===== config.mk =====
export PLATFORM = sky130hd
export DESIGN_NAME = dcp_dump
export DESIGN_NICKNAME = d
export VERILOG_FILES = /design/src/rtl/dcp_pkg.sv /design/src/rtl/dcp_req_hs.sv /design/src/rtl/dcp_dump.sv
export SDC_FILE = /design/constraint.sdc
export NUM_CORES = 1
export LEC_CHECK = 0
export CORE_MARGIN = 1.5
export CORE_UTILIZATION = 40
export DETAILED_ROUTE_END_ITERATION = 10
export PLACE_DENSITY_LB_ADDON = 0.2
export RECOVER_POWER = 50
export SLEW_MARGIN = 15
export SYNTH_ARGS = -nofsm -noshare
export SYNTH_HDL_FRONTEND = slang
export SYNTH_HIERARCHICAL = 1
export SYNTH_SLANG_ARGS = --single-unit

===== constraint.sdc =====
create_clock -name clk -period 2.7 [get_ports clk]
set_input_delay 0.675 -clock clk [delete_from_list [all_inputs] [get_ports clk]]
set_output_delay 0.675 -clock clk [all_outputs]
set_load 0.05 [all_outputs]

===== src/rtl/dcp_pkg.sv =====
// dcp_pkg: shared constants, type codes and state encoding for the debug-unit command processors
package dcp_pkg;
  localparam logic [7:0] CH_D     = 8'h44;
  localparam logic [7:0] CH_DASH  = 8'h2D;
  localparam logic [7:0] CH_COLON = 8'h3A;
  localparam logic [7:0] CH_SP    = 8'h20;
  localparam logic [7:0] CH_CR    = 8'h0D;
  localparam logic [7:0] CH_LF    = 8'h0A;
  localparam logic TX_CHAR = 1'b0;
  localparam logic TX_HEX  = 1'b1;
  localparam logic [7:0] CMD_DUMP  = 8'h44;
  localparam logic [7:0] CMD_GO    = 8'h47;
  localparam logic [7:0] CMD_READ  = 8'h52;
  localparam logic [7:0] CMD_WRITE = 8'h57;
  typedef enum logic [3:0] {
    IDLE, GET_ADDR, GET_CNT, HDR_D, HDR_DASH, PR_ADDR, PR_COLON,
    RD, WAIT_RD, PR_SP, PR_DATA, PR_CR, PR_LF, DONE
  } state_e;
endpackage


===== src/rtl/dcp_req_hs.sv =====
// dcp_req_hs: request/acknowledge holder; payload is latched at request start and held until ack
module dcp_req_hs #(
  parameter int W = 33,
  parameter logic [W-1:0] RST_VAL = '0
) (
  input  logic         clk,
  input  logic         rstn,
  input  logic         clr,
  input  logic         start,
  input  logic         ack,
  input  logic [W-1:0] pay_in,
  output logic         req,
  output logic [W-1:0] pay,
  output logic         fire
);
  logic req_q, req_d;
  logic [W-1:0] pay_q, pay_d;
  assign req  = req_q;
  assign pay  = pay_q;
  assign fire = req_q && ack;
  always_comb begin
    req_d = !clr && !fire && (start || req_q);
    pay_d = (!clr && start && !req_q) ? pay_in : pay_q;
  end
  always_ff @(posedge clk or negedge rstn)
    if (!rstn) begin
      req_q <= 1'b0;
      pay_q <= RST_VAL;
    end else begin
      req_q <= req_d;
      pay_q <= pay_d;
    end
endmodule


===== src/rtl/dcp_dump.sv =====
// dcp_dump: memory-dump command processor printing a header and formatted lines of memory words
module dcp_dump
  import dcp_pkg::*;
#(
  parameter int ADDR_W = 32,
  parameter int DATA_W = 32,
  parameter int WORDS_PER_LINE = 8,
  parameter int MAX_LINES = 16,
  parameter int RD_LAT = 1,
  parameter logic [7:0] CMD_CODE = CMD_DUMP
) (
  input  logic              clk,
  input  logic              rstn,
  input  logic [7:0]        sel_mode,
  output logic              req_rx,
  output logic              type_rx,
  input  logic              ack_rx,
  input  logic              flag_rx,
  input  logic [31:0]       din_rx,
  output logic              req_tx,
  output logic              type_tx,
  output logic [31:0]       dout_tx,
  input  logic              ack_tx,
  output logic [ADDR_W-1:0] mem_addr,
  output logic              mem_rd,
  input  logic [DATA_W-1:0] mem_data,
  output logic              finish,
  output logic [3:0]        cs
);
  localparam int WCW = $clog2(WORDS_PER_LINE + 1);
  state_e state_q, state_d;
  logic [ADDR_W-1:0] cur_addr_q, cur_addr_d, last_addr_q, last_addr_d, mem_addr_q, mem_addr_d;
  logic [DATA_W-1:0] word_q, word_d;
  logic [15:0] lines_q, lines_d;
  logic [WCW-1:0] wcnt_q, wcnt_d;
  logic [RD_LAT-1:0] vld_q, vld_d;
  logic mem_rd_q, mem_rd_d, finish_q, finish_d;
  logic en, abort, rx_fire, tx_fire, rx_start, tx_start;
  logic [7:0] ch;
  logic [32:0] tx_pay;
  assign en       = sel_mode == CMD_CODE;
  assign abort    = state_q != IDLE && !en;
  assign rx_start = state_q inside {GET_ADDR, GET_CNT} && !req_rx;
  assign tx_start = state_q inside {HDR_D, HDR_DASH, PR_ADDR, PR_COLON, PR_SP, PR_DATA, PR_CR, PR_LF} && !req_tx;
  assign ch = state_q == HDR_D ? CH_D : state_q == HDR_DASH ? CH_DASH : state_q == PR_COLON ? CH_COLON :
              state_q == PR_SP ? CH_SP : state_q == PR_CR ? CH_CR : CH_LF;
  assign tx_pay = state_q == PR_ADDR ? {TX_HEX, 32'(cur_addr_q)} :
                  state_q == PR_DATA ? {TX_HEX, 32'(word_q)} : {TX_CHAR, 24'd0, ch};
  assign mem_addr = mem_addr_q;
  assign mem_rd   = mem_rd_q;
  assign finish   = finish_q;
  assign cs       = state_q;
  dcp_req_hs #(.W(1), .RST_VAL(1'b1)) u_rx (
    .clk(clk), .rstn(rstn), .clr(abort), .start(rx_start), .ack(ack_rx),
    .pay_in(1'b1), .req(req_rx), .pay(type_rx), .fire(rx_fire)
  );
  dcp_req_hs #(.W(33), .RST_VAL(33'd0)) u_tx (
    .clk(clk), .rstn(rstn), .clr(abort), .start(tx_start), .ack(ack_tx),
    .pay_in(tx_pay), .req(req_tx), .pay({type_tx, dout_tx}), .fire(tx_fire)
  );
  always_comb begin
    state_d    = state_q;
    cur_addr_d = cur_addr_q;
    word_d     = word_q;
    lines_d    = lines_q;
    wcnt_d     = wcnt_q;
    case (state_q)
      IDLE:     state_d = en ? GET_ADDR : IDLE;
      GET_ADDR: if (rx_fire) begin
        cur_addr_d = flag_rx ? last_addr_q : din_rx[ADDR_W-1:0];
        state_d    = GET_CNT;
      end
      GET_CNT:  if (rx_fire) begin
        lines_d = (flag_rx || din_rx == '0) ? 16'd1 : (din_rx > 32'(MAX_LINES)) ? 16'(MAX_LINES) : din_rx[15:0];
        state_d = HDR_D;
      end
      HDR_D:    state_d = tx_fire ? HDR_DASH : HDR_D;
      HDR_DASH: state_d = tx_fire ? PR_ADDR : HDR_DASH;
      PR_ADDR:  state_d = tx_fire ? PR_COLON : PR_ADDR;
      PR_COLON: if (tx_fire) begin
        wcnt_d  = '0;
        state_d = RD;
      end
      RD:       state_d = WAIT_RD;
      WAIT_RD:  if (vld_q[RD_LAT-1]) begin
        word_d     = mem_data;
        cur_addr_d = cur_addr_q + ADDR_W'(1);
        state_d    = PR_SP;
      end
      PR_SP:    state_d = tx_fire ? PR_DATA : PR_SP;
      PR_DATA:  if (tx_fire) begin
        wcnt_d  = wcnt_q + WCW'(1);
        state_d = wcnt_q == WCW'(WORDS_PER_LINE - 1) ? PR_CR : RD;
      end
      PR_CR:    state_d = tx_fire ? PR_LF : PR_CR;
      PR_LF:    if (tx_fire) begin
        lines_d = lines_q - 16'd1;
        state_d = lines_q == 16'd1 ? DONE : PR_ADDR;
      end
      default:  state_d = en ? DONE : IDLE;
    endcase
    if (abort) state_d = IDLE;
    // last_addr only moves on a completed line, so an abort leaves it at a line boundary
    last_addr_d = (state_d == PR_CR && state_q != PR_CR) ? cur_addr_q : last_addr_q;
    mem_rd_d    = state_d == RD;
    mem_addr_d  = state_d == RD ? cur_addr_q : mem_addr_q;
    vld_d       = abort ? '0 : RD_LAT'({vld_q, mem_rd_q});
    finish_d    = state_d == DONE;
  end
  always_ff @(posedge clk or negedge rstn)
    if (!rstn) begin
      state_q     <= IDLE;
      cur_addr_q  <= '0;
      last_addr_q <= '0;
      mem_addr_q  <= '0;
      word_q      <= '0;
      lines_q     <= '0;
      wcnt_q      <= '0;
      vld_q       <= '0;
      mem_rd_q    <= 1'b0;
      finish_q    <= 1'b0;
    end else begin
      state_q     <= state_d;
      cur_addr_q  <= cur_addr_d;
      last_addr_q <= last_addr_d;
      mem_addr_q  <= mem_addr_d;
      word_q      <= word_d;
      lines_q     <= lines_d;
      wcnt_q      <= wcnt_d;
      vld_q       <= vld_d;
      mem_rd_q    <= mem_rd_d;
      finish_q    <= finish_d;
    end
endmodule


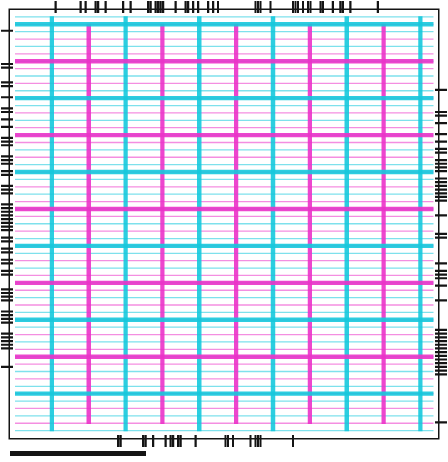
Fig. 1. PDN straps and rails.
Scale bar: 50 µm. Pins as bars on the die edge.
net	colour
VDD	magenta
VSS	cyan
rows	56
met4 straps	11
Placeable Area: 23500 µm²
die width: 158 µm
Die Height: 158 µm
VDD IR max: 0.387 mV

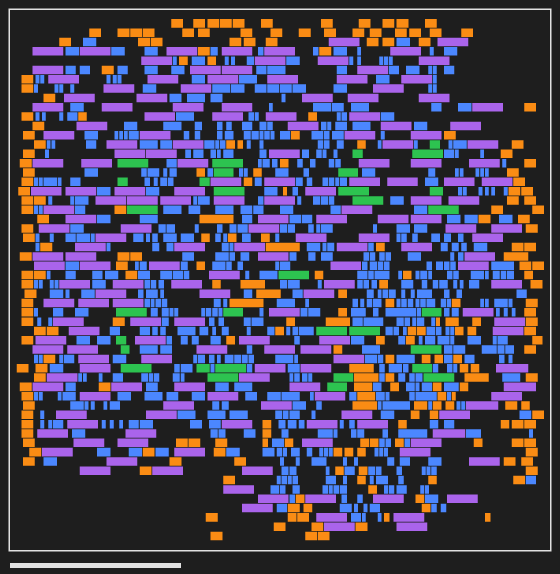
Fig. 2. Placement by cell class.
Scale bar: 50 µm.
class	colour	cells	share of their area
remaining buffers and delay cells	orange	242	19%
registers	purple	191	38%
remaining logic cells	blue	683	38%
clock drivers and dummy loads	green	32	4.9%

==> impl_metrics.py <==
# Generated from Yosys and OpenROAD reports
metrics = {
    "status": {
        "outcome": "finished with violations",
        "violations": "capacitance limit, slew limit, setup timing",
    },
    "layout": {
        "layout-drive-gt1-share": 0.225,
        "syn2layout_area_growth_pct": 34.3,
    },
    "setup_path": {
        "worst_path_largest_cell_delay_ns": 0.40,
        "worstPathMaxFanout": 8,
        "worstSetupPathDepth": 9,
    },
    "clock_network": {
        "clockBufferDepth": 2,
        "cts_buffers": 17,
        "clk_pin_slew_ns": 0.08,
        "ctsRootBufferMaster": "clkbuf_16",
    },
    "pwr": {
        "comb_power_share": 0.191,
        "power.leakage_nw": 5.75,
    },
    "run": {
        "maxCapViolCount": 1,
    },
    "sta": {
        "grt_setup_unrepaired": "true",
        "finalSetupViolCount": 64,
        "period_needed_ns": 2.80,
        "timing.final.ws_setup_ns": -0.102,
        "report.final.slew_viol_count": 69,
    },
    "route": {
        "met1_length_um": 12700,
        "drc": 0,
        "avgViaCountPerCell": 5.50,
    },
    "synth": {
        "adder_share": 0.00524,
        "async_flop_share": 1.00,
        "syn_area_um2": 9560,
        "synth_area_per_cell_um2": 10.2,
        "logic_family": "simple AND/OR/NAND/NOR gates",
    },
    "floorplanning": {
        "rows": 56,
    },
    "grt": {
        "grt-ovfl-total": 0,
    },
    "place": {
        "io_buffers": 150,
    },
}
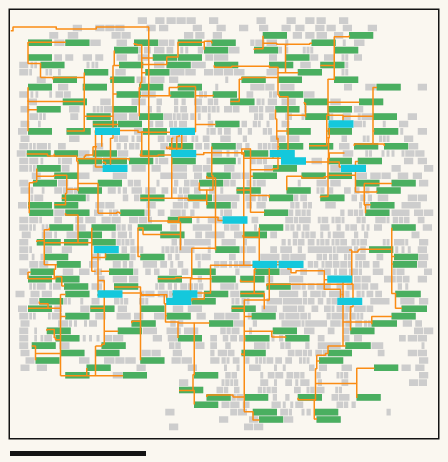
Fig. 3. Clock distribution.
Scale bar: 50 µm.
[clock-net drivers] cyan | count: 17
[clock wires] orange | length: 2500 µm
[flip-flops] green | count: 191
routed clock nets	18
flops lie	widely spread
clock network power share: 0.343
Clk power: 2.58 mW
Late-Pin Clk Latency: 0.44 ns
Clock Skew: 0.0181 ns

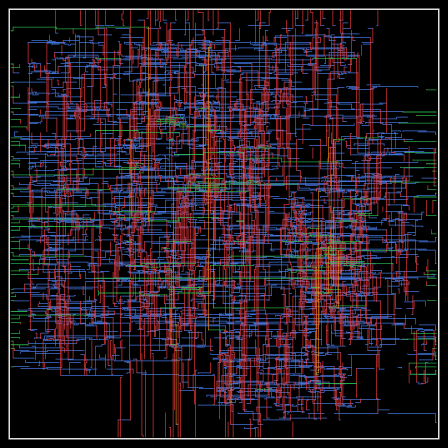
Fig. 4. Metal layers overlaid.
layer	colour	wire length
M4	orange	682 µm
M1	blue	12700 µm
M3	green	1580 µm
M2	red	12900 µm
WL final: 27900 µm
gr usage total: 0.234
Routed WL per cell: 19.0 µm
DR vias: 8073

path summary, 6_finish.rpt:
check / from / end / slack [ns]
max: lines_q[12] / last_addr_q[28] / -0.10
min: word_q[7] / word_q[7] / 0.48
max reg2reg: lines_q[12] / last_addr_q[28] / -0.10
min reg2reg: word_q[7] / word_q[7] / 0.48
max in group asynchronous: rstn / cur_addr_q[20] / 0.44
min in group asynchronous: rstn / lines_q[11] / 0.69
cells in the mapped netlist (17+ instances only):
master    number  share of area
nor3_1        17         0.0089
mux2_2       101           0.12
a21oi_1       47          0.025
o21ai_0       64          0.034
nand2_1      148          0.058
mux2i_1       25          0.026
a22o_1        30          0.027
dfrtp_1      190           0.50
clkbuf_1      48          0.019
nor2_1        48          0.019
per-stage QoR:
stage	power [mW]	utilization	hold slack, ns	setup TNS (ns)	setup slack, ns
after global placement	4.95	0.511	0.458	-40.76	-0.622
after CTS	7.60	0.548	0.258	-2.49	-0.100
final	7.54	0.547	0.480	-4.41	-0.102
after detailed placement	4.97	0.511	0.463	-42.76	-0.628
after global routing	7.92	0.547	0.497	-11.91	-0.205
after floorplan	4.22	-	0.379	-1.64	-0.0547
routing by layer:
| layer | global-route usage | vias to the layer above |
|---|---|---|
| met5 | 0 | - |
| met4 | 0.0741 | 0 |
| met3 | 0.0537 | 37 |
| met2 | 0.367 | 292 |
| met1 | 0.323 | 3962 |
| li1 | - | 3782 |
sequential cells by signal, summed over array words and instances, names as in the netlist:
name / flops
u_rx/pay: 1
u_tx/req: 1
lines_q: 16
mem_rd: 1
word_q: 32
wcnt_q: 4
cur_addr_q: 32
last_addr_q: 32
mem_addr: 32
finish: 1
cs: 4
vld_q: 1
u_rx/req: 1
u_tx/pay: 33
cells by family (layout without fill, tap and decap cells):
logic type      count (synthesis)  after routing
compound gates                213            213
xor+xnor                        6              6
fa+ha+maj                       4              4
buf+inv                        75            290
flops                         191            191
mux                           129            129
other cells                     1              1
simple gates                  314            314
area by class of cell:
type / instances / area [µm²]
Fill cell: 2065 / 10600
Sequential cell: 191 / 4780
Multi-Input combinational cell: 667 / 4640
Timing Repair Buffer: 242 / 2340
Clock buffer: 17 / 425
Tap cell: 319 / 399
Clock inverter: 15 / 188
Inverter: 16 / 60.1
what timing repair did:
action,4_1_cts,5_1_grt
cloned,3,0
pin swaps,8,0
resized,36,6
buffers inserted,6,0
endpoints found under the setup margin,64,64
hold buffers,0,0
worst min-delay path: stages, from the launching register on:
cell,delay (ns)
dfrtp_1,0.35
nand2_1,0.05
nand2_1,0.05
power groups by stage:
stage          combinational (mW)  clock [mW]  sequential (mW)
6_report                     1.44        2.58             3.51
5_1_grt                      1.58        2.77             3.56
4_1_cts                      1.46        2.64             3.50
3_5_place_dp                 1.41           0             3.55
3_3_place_gp                 1.40           0             3.54
2_1_floorplan               0.734           0             3.48
Power and IR drop assume default switching activity.
